File: src/rtl/fetch_controller.sv
// fetch_controller: instruction fetch sequencer.
// Owns the fetch PC, addresses the combinational instruction memory, and
// buffers fetched words in a circular prefetch queue that decode drains
// through a valid/ready handshake. A taken branch flushes and redirects.
module fetch_controller #(
    parameter logic [31:0] RESET_PC = 32'd0,
    parameter int unsigned DEPTH    = 2      // power of two, >= 2
) (
    input  logic        clk,
    input  logic        rst,
    output logic [31:0] imem_pc,
    input  logic [31:0] imem_instr,
    input  logic        branch_taken,
    input  logic [31:0] branch_addr,
    output logic        if_valid,
    input  logic        if_ready,
    output logic [31:0] if_instr,
    output logic [31:0] if_pc,
    output logic [31:0] if_pc_plus4,
    output logic [15:0] fetch_count
);

    localparam int unsigned PTR_W   = (DEPTH > 1) ? $clog2(DEPTH) : 1;
    localparam int unsigned CNT_W   = $clog2(DEPTH + 1);
    localparam int unsigned FCNT_W  = 16;
    localparam logic [31:0] PC_STEP = 32'd4;
    localparam logic [CNT_W-1:0] FULL_CNT = CNT_W'(DEPTH);

    // Queue storage: one {pc, instr} pair per entry.
    logic [31:0] q_pc_q    [DEPTH];
    logic [31:0] q_instr_q [DEPTH];

    logic [PTR_W-1:0]  rd_ptr_q, rd_ptr_d;
    logic [PTR_W-1:0]  wr_ptr_q, wr_ptr_d;
    logic [CNT_W-1:0]  count_q, count_d;
    logic [31:0]       fetch_pc_q, fetch_pc_d;
    logic [FCNT_W-1:0] fetch_cnt_q, fetch_cnt_d;

    logic        pop_c;
    logic        push_c;
    logic        valid_c;
    logic [31:0] branch_target_c;
    logic        unused_branch_lsbs;

    // Redirect target is always word aligned; the low bits are ignored.
    assign branch_target_c    = {branch_addr[31:2], 2'b00};
    assign unused_branch_lsbs = ^branch_addr[1:0];

    assign valid_c = (count_q != '0);

    // Handshake decode: a branch suppresses both pop and push in its cycle.
    always_comb begin
        pop_c  = 1'b0;
        push_c = 1'b0;
        if (!branch_taken) begin
            pop_c  = valid_c && if_ready;
            push_c = (count_q < FULL_CNT) || pop_c;
        end
    end

    // Next-state for pointers, occupancy, fetch PC and the push counter.
    always_comb begin
        rd_ptr_d    = rd_ptr_q;
        wr_ptr_d    = wr_ptr_q;
        count_d     = count_q;
        fetch_pc_d  = fetch_pc_q;
        fetch_cnt_d = fetch_cnt_q;
        if (branch_taken) begin
            rd_ptr_d   = '0;
            wr_ptr_d   = '0;
            count_d    = '0;
            fetch_pc_d = branch_target_c;
        end else begin
            if (push_c) begin
                wr_ptr_d    = wr_ptr_q + PTR_W'(1);
                fetch_pc_d  = fetch_pc_q + PC_STEP;
                fetch_cnt_d = fetch_cnt_q + FCNT_W'(1);
            end
            if (pop_c) begin
                rd_ptr_d = rd_ptr_q + PTR_W'(1);
            end
            count_d = count_q + CNT_W'(push_c) - CNT_W'(pop_c);
        end
    end

    // Control state registers.
    always_ff @(posedge clk or posedge rst) begin
        if (rst) begin
            rd_ptr_q    <= '0;
            wr_ptr_q    <= '0;
            count_q     <= '0;
            fetch_pc_q  <= RESET_PC;
            fetch_cnt_q <= '0;
        end else begin
            rd_ptr_q    <= rd_ptr_d;
            wr_ptr_q    <= wr_ptr_d;
            count_q     <= count_d;
            fetch_pc_q  <= fetch_pc_d;
            fetch_cnt_q <= fetch_cnt_d;
        end
    end

    // Queue storage write; a full queue popping this cycle reuses the head slot.
    always_ff @(posedge clk or posedge rst) begin
        if (rst) begin
            for (int i = 0; i < int'(DEPTH); i++) begin
                q_pc_q[i]    <= '0;
                q_instr_q[i] <= '0;
            end
        end else if (push_c) begin
            q_pc_q[wr_ptr_q]    <= fetch_pc_q;
            q_instr_q[wr_ptr_q] <= imem_instr;
        end
    end

    // Head presentation; an empty queue shows a NOP word and the fetch PC.
    always_comb begin
        if_instr = '0;
        if_pc    = fetch_pc_q;
        if (valid_c) begin
            if_instr = q_instr_q[rd_ptr_q];
            if_pc    = q_pc_q[rd_ptr_q];
        end
    end

    assign if_valid    = valid_c;
    assign if_pc_plus4 = if_pc + PC_STEP;
    assign imem_pc     = fetch_pc_q;
    assign fetch_count = fetch_cnt_q;

endmodule
File: config.mk
export PLATFORM = sky130hd
export DESIGN_NAME = fetch_controller
export DESIGN_NICKNAME = d
export VERILOG_FILES = /design/src/rtl/fetch_controller.sv
export SDC_FILE = /design/constraint.sdc
export NUM_CORES = 1
export LEC_CHECK = 0
export CAP_MARGIN = 25
export CORE_MARGIN = 2
export CORE_UTILIZATION = 51
export CTS_CLUSTER_SIZE = 40
export DETAILED_ROUTE_END_ITERATION = 8
export GPL_ROUTABILITY_DRIVEN = 0
export GPL_TIMING_DRIVEN = 0
export PLACE_DENSITY = 0.9
export SYNTH_ARGS = -nofsm -noshare
export SYNTH_HDL_FRONTEND = slang
export SYNTH_SLANG_ARGS = --single-unit
File: constraint.sdc
create_clock -name clk -period 6.59 [get_ports clk]
set_input_delay 1.318 -clock clk [delete_from_list [all_inputs] [get_ports clk]]
set_output_delay 1.318 -clock clk [all_outputs]
set_load 0.05 [all_outputs]
### Clock nets

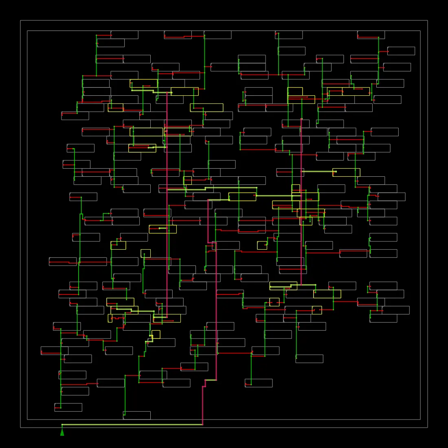
FFs & Latches: 174
clk sinks: 174
setup clock skew after layout: 0.00967 ns
total clock buffers created by CTS: 17

### Sequential cells grouped by signal name

Bar = 50 um. Other sequential cells in the stronger gray, the rest of the logic in the fainter gray.
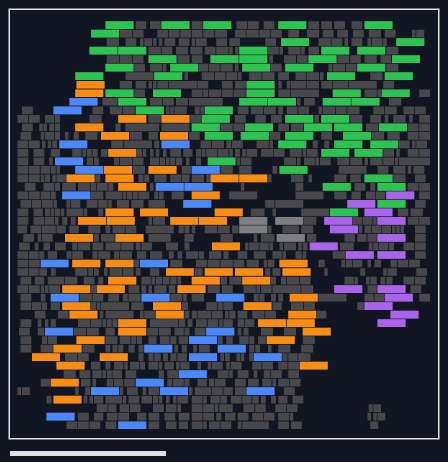
green -> `q_instr_q`  # flops 64
orange -> `q_pc_q`  # flops 60
purple -> `fetch_count`  # flops 16, where middle right
blue -> `imem_pc`  # flops 30
not colored = 4

==> run notes <==
The data arrival time of the critical path is 4.20 ns. The initial antenna violation count was 0. Detailed placement finished with a half-perimeter wire length of 17.1 mm. The worst register-to-register path has a depth of 7. Final net count: 1096. The floorplan step defined a die boundary enclosing 0.0187 mm^2. Based on the critical path, the design can be clocked at up to 0.181 GHz. The DRC violation total after the first TritonRoute iteration was 508; the largest buffer count on any clock path was 2. The run gives 0.204 for the share of layout cells above drive strength 1. The number of storage elements in the synthesis netlist came out at 174. The post-placement cell count is 1229, and the power density normalized to cell area is 529 mW/mm^2.

With the number of vias in the routed layout at 7010, the share of flip-flops with an asynchronous set or reset after synthesis is 1.00. The warning tally printed by Yosys for this design is 0. The run gives 0 for the count of buffers added by post-CTS timing repair for setup. Across all setup checks in the final design, the least slack found is 1.07 ns. From the final report, the count of setup violators was given as 0. The startpoint type of the worst setup path is a flop.

The run gives 0 as the max-capacitance violation count. The run finished with clean final reports. The run gives 1 for the count of cells along the worst hold path. Setup repair after global routing left no endpoint under its margin. The worst slew margin relative to its limit was 0.376; the leakage dissipation was 4.93 nW. The tools report the row count as 48.

On the final layout, the worst hold slack is 0.473 ns. Entering global routing, the biggest net connects 97 pins. The tools report the peak ir drop on the vdd network as 380 uV.
### Cell sizes after repair

Bar = 50 um.
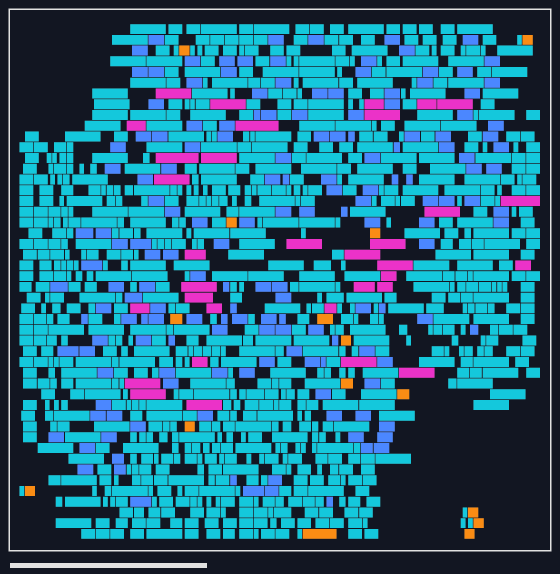
orange -> x3 and x4  # cells 15
magenta -> x6 and larger  # cells 33
cyan -> x1 and smaller  # cells 825
blue -> x2  # cells 163
cell area after layout: 0.0120 mm^2
count of non-CTS buffers in the layout: 257
area added between synthesis and finish: 33.3%

==> critical path, stage by stage (launching register included) <==
cell,delay (ns)
dfrtp_1,0.46
nor2_4,0.33
inv_2,0.17
buf_6,0.20
mux2i_1,0.24
inv_1,0.15
ha_1,0.19
and3_1,0.25
nand3_2,0.32
nor4b_2,0.42
xor2_1,0.20
clkdlybuf4s50_1,0.84
==> power by group <==
group | total [mW] | switching (mW) | internal (mW)
Sequential | 1.70 | 0.247 | 1.45
Combinational | 3.61 | 2.29 | 1.32
Clock | 1.04 | 0.430 | 0.605
Total | 6.34 | 2.97 | 3.37
==> how the worst max path moves through the flow <==
stage	to	cells past startpoint	start	slack (ns)
after global routing	if_pc_plus4[24]	11	count_q[1]	0.87
after global placement	q_instr_q[26]	2	rst	-1.59
final	if_pc_plus4[24]	11	count_q[1]	1.07
after detailed placement	if_pc_plus4[31]	9	count_q[1]	1.59
after floorplan	count_q[0]	1	rst	0.56
after CTS	if_pc_plus4[24]	11	count_q[1]	1.10
==> registers in the layout, indices dropped and copies added (netlist names) <==
signal / count
count_q: 2
wr_ptr_q: 1
fetch_count: 16
q_pc_q: 60
rd_ptr_q: 1
imem_pc: 30
q_instr_q: 64
==> layout by cell type (no fill, tap or decap), types with 4 or more instances in the layout <==
cell,n
mux2i_1,63
and4_1,5
nand4_1,14
clkbuf_16,17
nor3_1,33
nor4b_2,4
xor2_1,39
mux2_2,130
nor2_1,55
buf_2,18
nand2_1,56
xnor2_1,37
and3_1,10
buf_4,7
conb_1,6
clkbuf_1,22
ha_1,5
a21oi_1,17
clkdlybuf4s50_1,204
nand3_1,21
dfrtp_1,174
o21ai_0,32
inv_1,16
clkbuf_8,4
==> cell families after synthesis <==
| kind of cell | count (synthesis) | share of synthesized area |
|---|---|---|
| multiplexers | 193 | 0.233 |
| adder cells (fa/ha/maj) | 5 | 0.00696 |
| AND/OR/NAND/NOR | 220 | 0.127 |
| other | 1 | 0.000417 |
| XOR/XNOR | 76 | 0.0741 |
| AND-OR/OR-AND | 55 | 0.0324 |
| flip-flops | 174 | 0.484 |
| buffers and inverters | 70 | 0.0415 |
==> layout make-up <==
type,instances,area (um^2)
fill,1216,5260
sequential,174,4350
multi-input combinational,555,4280
timing repair buffer,205,2070
clock buffer,22,484
buffer,52,305
tap,225,282
clock inverter,10,129
inverter,18,75.1
==> stage by stage <==
| step | utilization | power, mW | instance area [um^2] | TNS (ns) |
|---|---|---|---|---|
| 3_3_place_gp | 0.657 | 5.22 | 11300 | -274.96 |
| 4_1_cts | 0.695 | 6.35 | 12000 | 0 |
| 6_report | 0.695 | 6.34 | 12000 | 0 |
| 2_1_floorplan | - | 4.18 | 9010 | 0 |
| 5_1_grt | 0.695 | 6.60 | 12000 | 0 |
| 3_5_place_dp | 0.659 | 5.30 | 11400 | 0 |
==> per-layer routing <==
layer | track usage | wire length (um) | up-vias
li1 | - | - | 3193
met1 | 0.337 | 9910 | 3517
met2 | 0.445 | 12000 | 260
met3 | 0.0456 | 1330 | 40
met4 | 0.0955 | 620 | 0
met5 | 0 | 0 | -
Power and IR drop assume default switching activity.
